### src/rtl/serial_add_sub_pkg.sv
// serial_add_sub_pkg: FSM encoding, legal WIDTH range and counter-width derivation
package serial_add_sub_pkg;
  localparam logic [1:0] ST_IDLE = 2'd0;
  localparam logic [1:0] ST_RUN  = 2'd1;
  localparam logic [1:0] ST_DONE = 2'd2;
  localparam int WIDTH_MIN = 1;
  localparam int WIDTH_MAX = 64;
  function automatic bit width_ok(input int w);
    return w >= WIDTH_MIN && w <= WIDTH_MAX;
  endfunction
  function automatic int cnt_w(input int w);
    return (w < 2) ? 1 : $clog2(w);
  endfunction
endpackage

### src/rtl/fa_cell.sv
// fa_cell: combinational gate-level full adder
module fa_cell (
  input  logic a,
  input  logic b,
  input  logic cin,
  output logic s,
  output logic co
);
  logic p;
  assign p  = a ^ b;
  assign s  = p ^ cin;
  assign co = (a & b) | (cin & p);
endmodule

### src/rtl/serial_add_sub.sv
// serial_add_sub: LSB-first bit-serial adder/subtractor with ready/busy/done handshake
module serial_add_sub
  import serial_add_sub_pkg::*;
#(
  parameter int WIDTH = 8
) (
  input  logic             clk,
  input  logic             rst_n,
  input  logic             start,
  input  logic             sub,
  input  logic [WIDTH-1:0] a,
  input  logic [WIDTH-1:0] b,
  output logic             ready,
  output logic             busy,
  output logic             done,
  output logic [WIDTH-1:0] sum,
  output logic             cout,
  output logic             ovf
);
  localparam int CNT_W = cnt_w(WIDTH);
  if (!width_ok(WIDTH)) begin : g_width_chk
    $error("serial_add_sub: WIDTH out of range 1..64");
  end
  logic [1:0]       state;
  logic [WIDTH-1:0] ra, rb, res, res_next;
  logic [CNT_W-1:0] cnt;
  logic             c, s_bit, c_next, last;
  fa_cell u_fa (.a(ra[0]), .b(rb[0]), .cin(c), .s(s_bit), .co(c_next));
  assign res_next = WIDTH'({s_bit, res} >> 1);
  assign last     = cnt == CNT_W'(WIDTH - 1);
  assign ready    = state == ST_IDLE;
  assign busy     = state == ST_RUN || state == ST_DONE;
  assign done     = state == ST_DONE;
  // FSM, operand/result shifting, carry flop, and result capture on entry to DONE
  always_ff @(posedge clk or negedge rst_n) begin
    if (!rst_n) begin
      state <= ST_IDLE;
      ra    <= '0;
      rb    <= '0;
      res   <= '0;
      c     <= 1'b0;
      cnt   <= '0;
      sum   <= '0;
      cout  <= 1'b0;
      ovf   <= 1'b0;
    end else begin
      case (state)
        ST_IDLE: if (start) begin
          ra    <= a;
          rb    <= sub ? ~b : b;
          c     <= sub;
          cnt   <= '0;
          state <= ST_RUN;
        end
        ST_RUN: begin
          ra  <= ra >> 1;
          rb  <= rb >> 1;
          res <= res_next;
          c   <= c_next;
          cnt <= last ? cnt : cnt + 1'b1;
          if (last) begin
            state <= ST_DONE;
            sum   <= res_next;
            cout  <= c_next;
            ovf   <= c ^ c_next;
          end
        end
        default: state <= ST_IDLE;
      endcase
    end
  end
endmodule

### config.mk
export PLATFORM = sky130hd
export DESIGN_NAME = serial_add_sub
export DESIGN_NICKNAME = d
export VERILOG_FILES = /design/src/rtl/serial_add_sub_pkg.sv /design/src/rtl/fa_cell.sv /design/src/rtl/serial_add_sub.sv
export SDC_FILE = /design/constraint.sdc
export NUM_CORES = 1
export LEC_CHECK = 0
export ABC_AREA = 0
export ABC_CLOCK_PERIOD_IN_PS = 1750
export CORE_UTILIZATION = 42
export CTS_BUF_LIST = sky130_fd_sc_hd__clkbuf_8
export DETAILED_ROUTE_END_ITERATION = 12
export DONT_BUFFER_PORTS = 1
export MAX_ROUTING_LAYER = met4
export SYNTH_ARGS = -nofsm -noshare
export SYNTH_HDL_FRONTEND = slang
export SYNTH_SLANG_ARGS = --single-unit
### constraint.sdc
create_clock -name clk -period 1.75 [get_ports clk]
set_clock_uncertainty 0.05 [all_clocks]
set_input_delay 0.2625 -clock clk [delete_from_list [all_inputs] [get_ports clk]]
set_output_delay 0.2625 -clock clk [all_outputs]
set_load 0.02 [all_outputs]
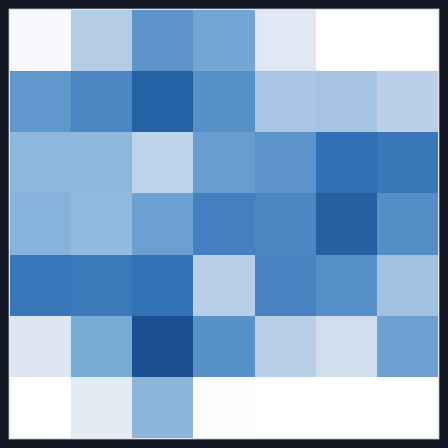
*Cell density map, run 1*
7 x 7 tiles, from white (low) to dark blue (high), 0 to 100% covered.
nearly empty tiles = 14%
fullest tile = 87%
mean over tiles = 43%
tiles over 75% full = 6.1%
densest ninth of the die = east
Finished Core Util: 48.6%
core area: 4350 um2
Init Core Util: 43.6%

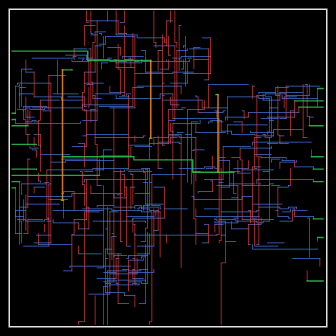
*Signal wires by layer, run 1*
met2 -> red  # wire length 1490 um
met3 -> green  # wire length 142 um
met1 -> blue  # wire length 1360 um
met4 -> orange  # wire length 62.6 um

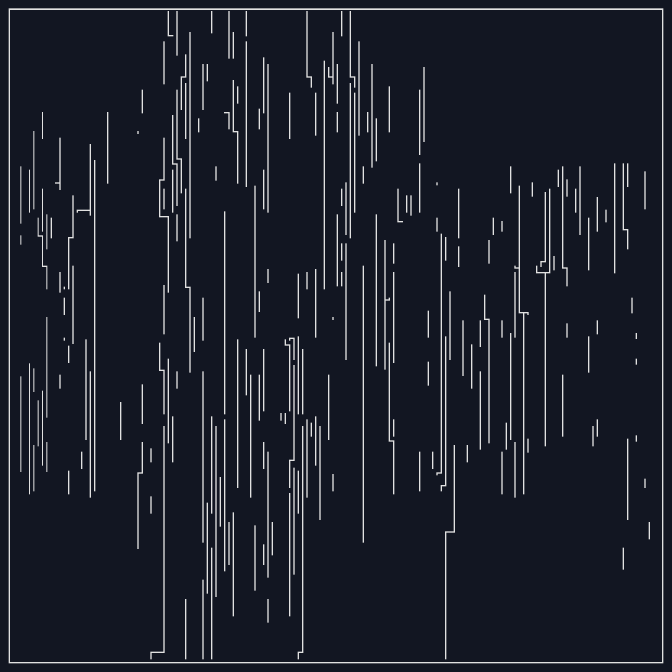
*Metal 2, run 1*
main direction = vertical
share of all routed wire = 49%
wire length on this layer = 1490 um
met2 Use GR: 22.2%
DR vias: 1076
Post-Route WL: 3050 um

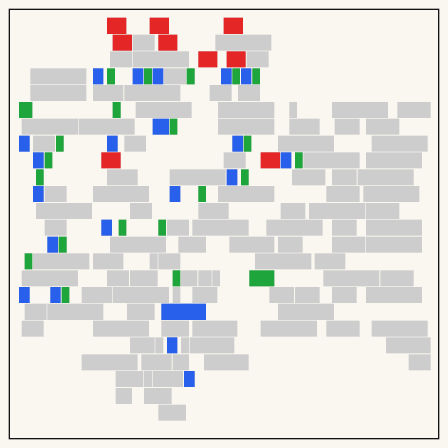
*Selected gate families, run 1*
inverting AOI/OAI gates -> blue  # cells 21, most used o21ai_0
NAND gates -> green  # cells 22, most used nand2_1
XOR/XNOR gates -> red  # cells 9, most used xor2_1

==> impl_metrics.ini, run 1 <==
; yosys + openroad results
[run_status]
status = complete, no violations

[setup_path]
worstRegToRegCells = 5
r2r_start = state[0]$_DFFE_PN0P_
critPathLaunch = state[0]$_DFFE_PN0P_
path_cells = inv_1 > ha_1 > nor2b_4 > a211oi_4 > mux2_1
timing.rr.end = cnt[0]$_DFFE_PN0P_
critPathTopFamily = flip-flops
critical_path_class = reg -> reg
cp_slowest_cell = dfrtp_1
start_kind = flip-flop
critical_path_buf_inv_count = 1
cp.required_ns = 1.87
path_max_fanout = 4
reg2reg_setup_slack_ns = 0.07

[synthesis]
ys_cells = 152
syn_inst = 152
ys_seq_share_pct = 51.5
ys_warn_count = 0
synth_top_area_share_pct = 51.5
synth_area_per_cell_um2 = 12.5
top_cells_by_count = dfrtp_1 (39), nand2_1 (20), o21ai_0 (18), mux2i_1 (17), mux2_2 (9)
ys_ff = 39
top_cell = dfrtp_1
synthTopCellsByArea = dfrtp_1 (51%), mux2i_1 (9.0%), mux2_4 (6.3%)
async_flop_share_pct = 100
edf_count = 0
yosys.stat.chipArea_um2 = 1900

[global_routing]
overflow = 0
grt_first_pass_wirelength_um = 5090
grt_usage_pct = 14.3
use_met3_pct = 4.80
grt.met1_usage_pct = 16.5
grt_pass1_vias = 1084
antenna_found_initial = 0

[job]
cap_violations = 0
warnings = 30

[sta]
maxClockFrequency_ghz = 0.595
holdWs_ns = 0.0895
setup_violations = 0
grt_setup_unrepaired = false
worst_slack_ns = 0.0703
finalHoldViolCount = 0
worstMarginPinSlew_ns = 0.218
tns_ns = 0
slew_headroom_pct = 85.1
period_minus_slack_ns = 1.68

[placed_design]
hpwl_um = 2130
placed_cell_area_um2 = 1980
gp_congestion = 0.725
numPortBuffers = 0
dpl.cell_count = 201

[cells_and_area]
final_cell_area_um2 = 2110
final_layout_size_suffix_gt1_share_pct = 21.4
lay_top_cells = dfrtp_1 (39), nand2_1 (20), o21ai_0 (18)
final_net_count = 186
fillers = 380
final_cells = 211
antenna_cells = 0

[min_path]
holdPathEnd = ra[7]$_DFFE_PN0P_
hold-path-cell-count = 2
min_path_type = in -> reg

[floorplan]
dieArea_um2 = 4790
chipHeight_um = 69.2
io_pins = 33

[routing]
wl_per_cell_um = 14.5
vias_per_cell = 5.10
antenna_left = 0
wl_met2_um = 1490
routed.top_layer = met4
drt_first_pass_iters = 3
wl_met3_um = 141

[clock_tree]
cts.htree.levels = 2
clk_latency_ns = 0.29
clockBufferDepth = 2
ctsHoldBuffers = 2
cts_tree = done
clkTransAtPathRegs_ns = 0.07
cts_buffers = 5
post_cts_resized = 0
cts_root_buf = clkbuf_8
postCtsSetupBuffers = 0
cts.sinks = 39

[power]
power_per_cell_area_nw_per_um2 = 1830
p_leak_nw = 1.03
total_power_mw = 3.87
[run 1: cell families (layout without fill, tap and decap cells)]
logic type,after synthesis,after routing,share of synthesized area (%)
buffers and inverters,13,20,3.76
DFF,39,39,51.5
muxes,36,36,22.0
and+or+nand+nor,25,25,6.13
adders and majority gates,8,8,5.67
xor gates and xnor gates,9,9,4.16
AOI/OAI and AO/OA,22,22,6.86
[run 1: report_power, final]
group          switching [mW]  internal [mW]  total, mW
Clock                   0.293          0.354      0.646
Combinational           0.714          0.842       1.56
Sequential              0.363           1.30       1.67
[run 1: layout make-up]
class	count	area, um2	area share (%)
Clock inverter	1	3.75	0.178
Tap cell	52	65.1	3.08
Sequential cell	39	976	46.2
Inverter	5	18.8	0.888
Timing Repair Buffer	7	105	4.97
Clock buffer	7	96.3	4.56
Multi-Input combinational cell	100	850	40.2
==> inputs of run 2 (changes only) <==
--- a/config.mk
+++ b/config.mk
@@ -5,7 +5,6 @@
 export SDC_FILE = /design/constraint.sdc
 export NUM_CORES = 1
 export LEC_CHECK = 0
-export ABC_AREA = 0
 export ABC_CLOCK_PERIOD_IN_PS = 1750
 export CORE_UTILIZATION = 42
 export CTS_BUF_LIST = sky130_fd_sc_hd__clkbuf_8
==> run 2 against run 1 <==
Sequential cell count did not move. Maximum frequency did not move. Clock-buffer cell count unchanged. Sequential share of layout area stayed put. Clock power hardly changed. Synthesized cell count unchanged. Die size is the same. Final cell count did not move. Largest cell class unchanged.
==> impl_metrics.ini, run 2 <==
; yosys + openroad results
[placed_design]
gp_congestion = 0.725
numPortBuffers = 0
hpwl_um = 2130
dpl.cell_count = 201
placed_cell_area_um2 = 1980

[routing]
vias_per_cell = 5.10
drt_first_pass_iters = 3
vias = 1076
wl_per_cell_um = 14.5
antenna_left = 0
wl_um = 3050

[sta]
tns_ns = 0
maxClockFrequency_ghz = 0.595
slew_headroom_pct = 85.1
setup_violations = 0
worst_slack_ns = 0.0703
holdWs_ns = 0.0895
period_minus_slack_ns = 1.68
grt_setup_unrepaired = false
worstMarginPinSlew_ns = 0.218
finalHoldViolCount = 0

[synthesis]
ys_warn_count = 0
yosys.stat.chipArea_um2 = 1900
synth_area_per_cell_um2 = 12.5
async_flop_share_pct = 100
ys_seq_share_pct = 51.5
top_cells_by_count = dfrtp_1 (39), nand2_1 (20), o21ai_0 (18), mux2i_1 (17), mux2_2 (9)
syn_inst = 152
synth_top_area_share_pct = 51.5
top_cell = dfrtp_1
synthTopCellsByArea = dfrtp_1 (51%), mux2i_1 (9.0%), mux2_4 (6.3%)
edf_count = 0
ys_cells = 152

[setup_path]
r2r_start = state[0]$_DFFE_PN0P_
cp.required_ns = 1.87
start_kind = flip-flop
worstRegToRegCells = 5
timing.rr.end = cnt[0]$_DFFE_PN0P_
critical_path_buf_inv_count = 1
reg2reg_setup_slack_ns = 0.07
path_cells = inv_1 > ha_1 > nor2b_4 > a211oi_4 > mux2_1
critical_path_class = reg -> reg
critPathLaunch = state[0]$_DFFE_PN0P_
path_max_fanout = 4
cp_slowest_cell = dfrtp_1
critPathTopFamily = flip-flops

[floorplan]
core_um2 = 4350
chipHeight_um = 69.2
dieArea_um2 = 4790

[power]
p_sw_mw = 1.37
maxPowerGroup = sequential cells
power_per_cell_area_nw_per_um2 = 1830
p_leak_nw = 1.03
swShare_pct = 35.4
total_power_mw = 3.87
pg_clk_mw = 0.646
pwr-share-comb_pct = 40.2
intPower_mw = 2.50
p_comb_mw = 1.56
pwr-share-seq_pct = 43.1

[min_path]
min_path_type = in -> reg
holdPathEnd = ra[7]$_DFFE_PN0P_
hold-path-cell-count = 2

[clock_tree]
clockBufferDepth = 2
clkTransAtPathRegs_ns = 0.07
cts.sinks = 39
ctsHoldBuffers = 2
cts_tree = done
postCtsSetupBuffers = 0
post_cts_resized = 0
cts_root_buf = clkbuf_8
cts_buffers = 5

[cells_and_area]
lay_top_cells = dfrtp_1 (39), nand2_1 (20), o21ai_0 (18)
final_net_count = 186
final_layout_size_suffix_gt1_share_pct = 21.4
comb_area_um2 = 850
regArea_um2 = 976
fillers = 380
fin_util_pct = 48.6
antenna_cells = 0
final_cells = 211

[global_routing]
antenna_found_initial = 0
grt_usage_pct = 14.3
grt_pass1_vias = 1084
overflow = 0

[run_status]
status = complete, no violations

[job]
cap_violations = 0
==> run 2: routing by layer <==
metal	vias to the layer above	global-route usage, %	share of wire [%]
li1	523	-	-
met1	522	16.5	45
met2	24	22.2	49
met3	7	4.80	4.6
met4	0	7.48	2.0
met5	-	-	0
==> run 2: logic make-up (layout without fill, tap and decap cells) <==
group	count (synthesis)	count (layout)	share of synthesized area, %
AND/OR/NAND/NOR	25	25	6.13
buffers and inverters	13	20	3.76
XOR/XNOR	9	9	4.16
adder cells (fa/ha/maj)	8	8	5.67
flip-flops	39	39	51.5
AND-OR/OR-AND	22	22	6.86
multiplexers	36	36	22.0
==> run 2: final cells by class <==
type	count	share of cell area [%]
clock buffer	7	4.56
inverter	5	0.888
clock inverter	1	0.178
multi-input combinational	100	40.2
tap	52	3.08
sequential	39	46.2
timing repair buffer	7	4.97
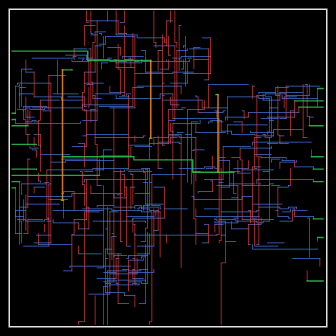
*Signal wires by layer, run 2*
met3 -> green  # wire length 142 um
met4 -> orange  # wire length 62.6 um
met2 -> red  # wire length 1490 um
met1 -> blue  # wire length 1360 um

Power figures rest on the tool's default switching activity, not on a simulated workload.
